==> config.mk <==
export PLATFORM = sky130hd
export DESIGN_NAME = bcd_lap_counter
export DESIGN_NICKNAME = d
export VERILOG_FILES = /design/src/rtl/bcd_lap_counter.sv
export SDC_FILE = /design/constraint.sdc
export NUM_CORES = 1
export LEC_CHECK = 0
export ABC_AREA = 1
export CORE_ASPECT_RATIO = 1.4
export CORE_MARGIN = 2
export CORE_UTILIZATION = 45
export CTS_CLUSTER_DIAMETER = 80
export DETAILED_ROUTE_END_ITERATION = 12
export PLACE_DENSITY_LB_ADDON = 0.1
export REMOVE_ABC_BUFFERS = 1
export SKIP_LAST_GASP = 1
export SLEW_MARGIN = 20
export SYNTH_ARGS = -nofsm -noshare
export SYNTH_HDL_FRONTEND = slang
export SYNTH_SLANG_ARGS = --single-unit
==> constraint.sdc <==
create_clock -name clk -period 1.9 [get_ports clk]
set_input_delay 0.38 -clock clk [delete_from_list [all_inputs] [get_ports clk]]
set_output_delay 0.38 -clock clk [all_outputs]
set_load 0.01 [all_outputs]
Run 1, a small window of the routed layout:
Scale bar: 5 µm. Region (26, 59) to (46, 79) µm. Cells in grey, sequential cells in the stronger grey; small squares are vias.
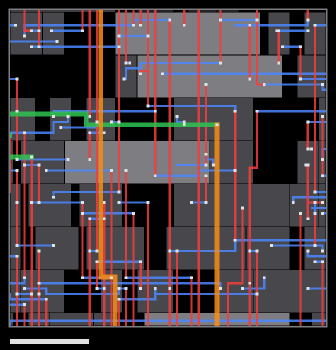
| colour | layer |
|---|---|
| green | M3 |
| red | M2 |
| blue | M1 |
| orange | M4 |
cells with their middle in the window: 28
most frequent: buf_4 (7), inv_1 (4), dfrtp_1 (3)
sequential cells in the window: 3

Run 1, clock routing:
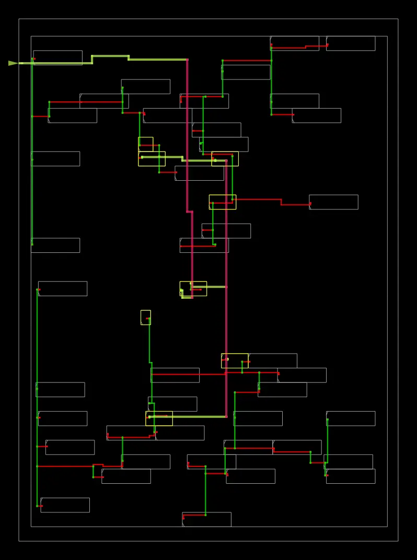
number of buffers created by CTS: 5
insertion delay at the late pin of the worst-skew pair: 0.30 ns
clock sinks: 42
Flop Count: 42

Run 1, selected gate families:
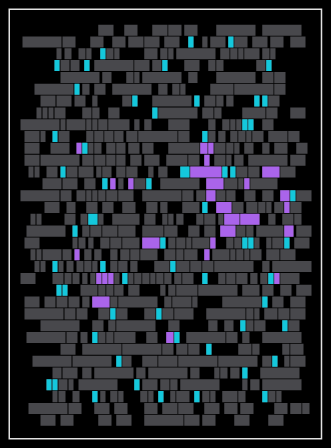
| colour | family | cells | most used |
|---|---|---|---|
| purple | nor cells | 28 | nor2_1 |
| cyan | inv cells | 58 | inv_1 |
most common library cell in the layout ignoring fill and taps: buf_4
Comb area share: 38.2%
number of standard cells in the layout, taps in and fillers out: 606

==> results_tabular.tex, run 1 <==
% Auto-generated results table
\begin{tabular}{lr}
\hline
Metric & Value \\
\hline
\multicolumn{2}{l}{\textbf{Global routing}} \\
Met3 track demand over resource & about 3.8\% \\
Met1 global-route usage & a little over a quarter \\
GR Layer Usage met2 & between 40 and 50\% \\
\multicolumn{2}{l}{\textbf{CTS}} \\
Clock-pin slew reported for the worst setup and hold paths after clock tree synthesis & roughly 0.080 ns \\
Clock root buffer master & clkbuf\_8 \\
Post-CTS setup buffer count & 2 \\
\multicolumn{2}{l}{\textbf{Synthesis}} \\
Adders+Majority by Area & around 7\% \\
Leading area contributor after synthesis & dfrtp\_1 \\
Area of the synthesized netlist per yosys stat & about 2900 µm² \\
Commonest cells in the netlist & 79 x nand2\_1, 52 x inv\_1, 43 x o21ai\_0, 42 x dfrtp\_1, 31 x nand3\_1 \\
Most used flip-flop cell after synthesis & dfrtp\_1 \\
Ys flops & roughly 42 \\
Post-synthesis area per instance & approximately 7.5 µm² \\
Main area contributors after synthesis & dfrtp\_1 37\%, nand2\_1 10\%, o21ai\_0 7.5\% \\
\multicolumn{2}{l}{\textbf{Timing}} \\
Final worst slack & -0.0712 ns \\
Slew Viols, Final & 0 \\
Final count of negative-setup-slack endpoints & 2 \\
Fmax achieved & approximately 0.51 GHz \\
\multicolumn{2}{l}{\textbf{Drt}} \\
Highest metal used & met4 \\
Routed met3 length & about 370 µm \\
Number of design-rule violations left by the first detailed-router iteration & $\sim$170 \\
\multicolumn{2}{l}{\textbf{Finish}} \\
End-of-flow core utilization & between 70\% and 80\% \\
Leading cell category by total area & combinational gates \\
Number of buffers other than clock buffers in the final layout & 153 \\
Fin nets & roughly 560 \\
Logic cell area & approximately 1700 µm² \\
Area fraction of clock buffers and clock inverters & around 2.1\% \\
Tally of filler cells in the layout & $\sim$500 \\
\multicolumn{2}{l}{\textbf{Run status}} \\
Violations in the final reports & negative setup slack \\
Result of the run & complete, but fails checks \\
\multicolumn{2}{l}{\textbf{Flow run}} \\
Max Cap Viol & 0 \\
\multicolumn{2}{l}{\textbf{Place}} \\
Minimum setup slack after placement & -0.336 ns \\
Placement Cell Area & around 4200 µm² \\
\multicolumn{2}{l}{\textbf{Floorplan}} \\
Die Outline Area & slightly above 7000 µm² \\
FP Core Util & a little under half \\
\hline
\end{tabular}
[run 1: where the power goes]
part           internal [mW]  total (mW)  switching [mW]
Combinational           1.55        3.20            1.65
Clock                  0.292       0.614           0.321
Sequential              1.07        1.19           0.119
Total                   2.91        5.00            2.09
[run 1: critical path: stages (launching register included)]
cell and delay, ns:
dfrtp_1 0.40, inv_2 0.08, ha_4 0.15, nand2_4 0.05, nor2_4 0.11, nand2_2 0.09
nor4_2 0.24, buf_2 0.17
[run 1: cells by family (layout without fill, tap and decap cells)]
| group | after synthesis | count (layout) |
|---|---|---|
| buffers and inverters | 69 | 219 |
| DFF | 42 | 42 |
| xor gates and xnor gates | 7 | 7 |
| adders and majority gates | 16 | 16 |
| AOI/OAI and AO/OA | 83 | 83 |
| and+or+nand+nor | 166 | 167 |
==> run 2: changes to the inputs <==
Settings changed: HOLD_SLACK_MARGIN from default to 0.15.
Clock period 1.9 ns to 2.13 ns, I/O delays scaled along.
Run 2, I/O pins on the die edge:
Scale bar: 20 µm. Pins as bars across the die edge, other pins in grey.
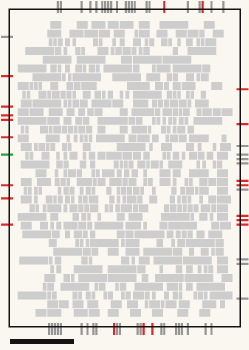
| colour | port | pins | direction | edge |
|---|---|---|---|---|
| green | `overflow` | 1 | output | left |
| red | `digits` | 20 | output | 8 left, 7 right, 3 bottom, 2 top |
all pins by edge: 24 bottom, 22 top, 15 right, 10 left
Die X-Extent: 71.5 µm
IO Port Bufs: 70
die boundary height: 98.5 µm

Run 2, a small window of the routed layout:
Scale bar: 5 µm. Region (26, 59) to (46, 79) µm. Cells in grey, sequential cells in the stronger grey; small squares are vias.
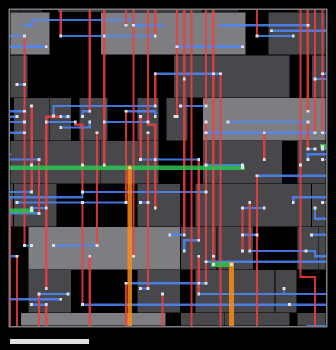
| colour | layer |
|---|---|
| green | M3 |
| orange | M4 |
| blue | M1 |
| red | M2 |
most frequent: inv_1 (3), buf_4 (3)
cells with their middle in the window: 24
sequential cells in the window: 3

==> results_tabular.tex, run 2 <==
% Auto-generated results table
\begin{tabular}{lr}
\hline
Metric & Value \\
\hline
\multicolumn{2}{l}{\textbf{Synthesis}} \\
Area fraction in compound gates & between 10\% and 20\% \\
Leading area contributor after synthesis & dfrtp\_1 \\
Ys flops & 42 (unchanged) \\
\# Cells Yosys & between 300 and 400 \\
Area of the synthesized netlist per yosys stat & 2870 µm² (unchanged) \\
Adders+Majority by Area & 6.98\% (unchanged) \\
Post-synthesis area per instance & 7.49 µm² (unchanged) \\
Main area contributors after synthesis & dfrtp\_1 37\%, nand2\_1 10\%, o21ai\_0 7.5\% \\
Most used flip-flop cell after synthesis & dfrtp\_1 \\
Logic family by area & simple AND/OR/NAND/NOR gates \\
Number of synthesis warnings & 0 \\
Commonest cells in the netlist & 79 x nand2\_1, 52 x inv\_1, 43 x o21ai\_0, 42 x dfrtp\_1, 31 x nand3\_1 \\
\multicolumn{2}{l}{\textbf{CTS}} \\
Insertion delay at the late pin of the worst-skew pair & 0.30 ns (about the same) \\
Number of buffers created by CTS & 5 (unchanged) \\
Clock sinks & 42 (unchanged) \\
Maximum buffer depth of the clock tree & 2 \\
Number of levels in the clock H-tree & 2 \\
Clock-pin slew reported for the worst setup and hold paths after clock tree synthesis & 0.09 ns (about the same) \\
Clock root buffer master & clkbuf\_8 \\
\multicolumn{2}{l}{\textbf{Setup path}} \\
Cell class contributing the biggest share of worst-path delay & buffers and inverters \\
Sum of buffers and inverters on the critical path & 2 (unchanged) \\
CP Data Arrival Time & 1.66 ns \\
Worst Path Class, Setup & flip-flop to output port \\
CP cell instances & buf\_4, o21ai\_0, clkdlybuf4s50\_1 \\
Slowest cell on the critical path & clkdlybuf4s50\_1 \\
Crit. path cell count & 3 (-4) \\
CP max stage delay & 0.57 ns (+0.17 ns) \\
\multicolumn{2}{l}{\textbf{Timing}} \\
Final worst slack & 0.0485 ns (+0.120 ns) \\
Final count of negative-setup-slack endpoints & 0 (-2) \\
Post-route clock skew & between 0.01 and 0.015 ns \\
Measured slew at the worst slew-check pin & 0.495 ns \\
Fmax achieved & approximately 0.48 GHz \\
Worst hold slack & between 0.5 and 0.6 ns \\
Slew Viols, Final & 0 (unchanged) \\
\multicolumn{2}{l}{\textbf{Finish}} \\
Post-Layout Inst Area & between 4000 and 5000 µm² \\
Fin nets & 537 (-3.4\%) \\
Layout-stage area growth over the synthesis result & 49.1\% \\
Fraction of final layout cells sized beyond drive strength 1 & a little over a fifth \\
Number of standard cells in the layout, taps in and fillers out & 587 (-3.1\%) \\
End-of-flow core utilization & 68.9\% (-3.2 points) \\
Most common library cell in the layout ignoring fill and taps & nand2\_1 \\
\multicolumn{2}{l}{\textbf{Drt}} \\
Sum of met2 wire segment lengths after detailed routing & between 4000 and 5000 µm \\
Routed met1 length & 3340 µm \\
Aggregate routed wire length & a little over 8000 µm \\
Number of design-rule violations left by the first detailed-router iteration & 202 (+19\%) \\
Routed met3 length & 330 µm (-12\%) \\
Avg WL per Cell & 13.8 µm \\
Highest metal used & met4 \\
\multicolumn{2}{l}{\textbf{Floorplan}} \\
Core Area & between 6000 and 7000 µm² \\
FP Core Util & 46.2\% (unchanged) \\
Total number of placement rows & 34 \\
Die Outline Area & 7040 µm² (unchanged) \\
\multicolumn{2}{l}{\textbf{Worst hold path}} \\
Min-delay worst type & flip-flop to flip-flop \\
\multicolumn{2}{l}{\textbf{Global routing}} \\
GR Layer Usage met2 & 40.7\% (-2.4 points) \\
GRT Util Overall & between 20\% and 30\% \\
Met3 track demand over resource & 2.97\% (-0.82 points) \\
Grt ovf & 0 \\
Wire length of the first global-routing pass & about 13000 µm \\
Met1 global-route usage & 28.5\% (+1.1 points) \\
\multicolumn{2}{l}{\textbf{Run status}} \\
Result of the run & completed \\
\multicolumn{2}{l}{\textbf{Place}} \\
Placement Cell Area & 4050 µm² (-2.8\%) \\
Minimum setup slack after placement & -0.159 ns (+0.178 ns) \\
\multicolumn{2}{l}{\textbf{Flow run}} \\
Max Cap Viol & 0 (unchanged) \\
Number of logged tool warnings & 38 \\
\multicolumn{2}{l}{\textbf{Power}} \\
Leakage power figure & about 2.1 nW \\
\hline
\end{tabular}
==> run 2: cell counts after synthesis <==
No cell type changed its count.
==> run 2: repair_timing <==
item / CTS / global route
resized: 12 / 23
buffers inserted: 1 / 7
pin swaps: 1 / 4
setup endpoints to repair: 19 / 20
hold buffers: 1 / 0
hold endpoints to repair: 42 / 0
==> run 2: report_power, final <==
group / switching, mW / internal [mW] / total (mW)
Clock: 0.297 / 0.261 / 0.558
Combinational: 1.36 / 1.30 / 2.66
Sequential: 0.122 / 0.954 / 1.08
==> run 2: area by class of cell <==
cell class | instances | area [µm²]
clock buffer | 6 | 82.6
sequential | 42 | 1050
multi-input combinational | 272 | 1590
timing repair buffer | 135 | 1230
clock inverter | 2 | 12.5
fill | 547 | 1930
inverter | 58 | 220
tap | 72 | 90.1
Power and IR drop assume default switching activity.
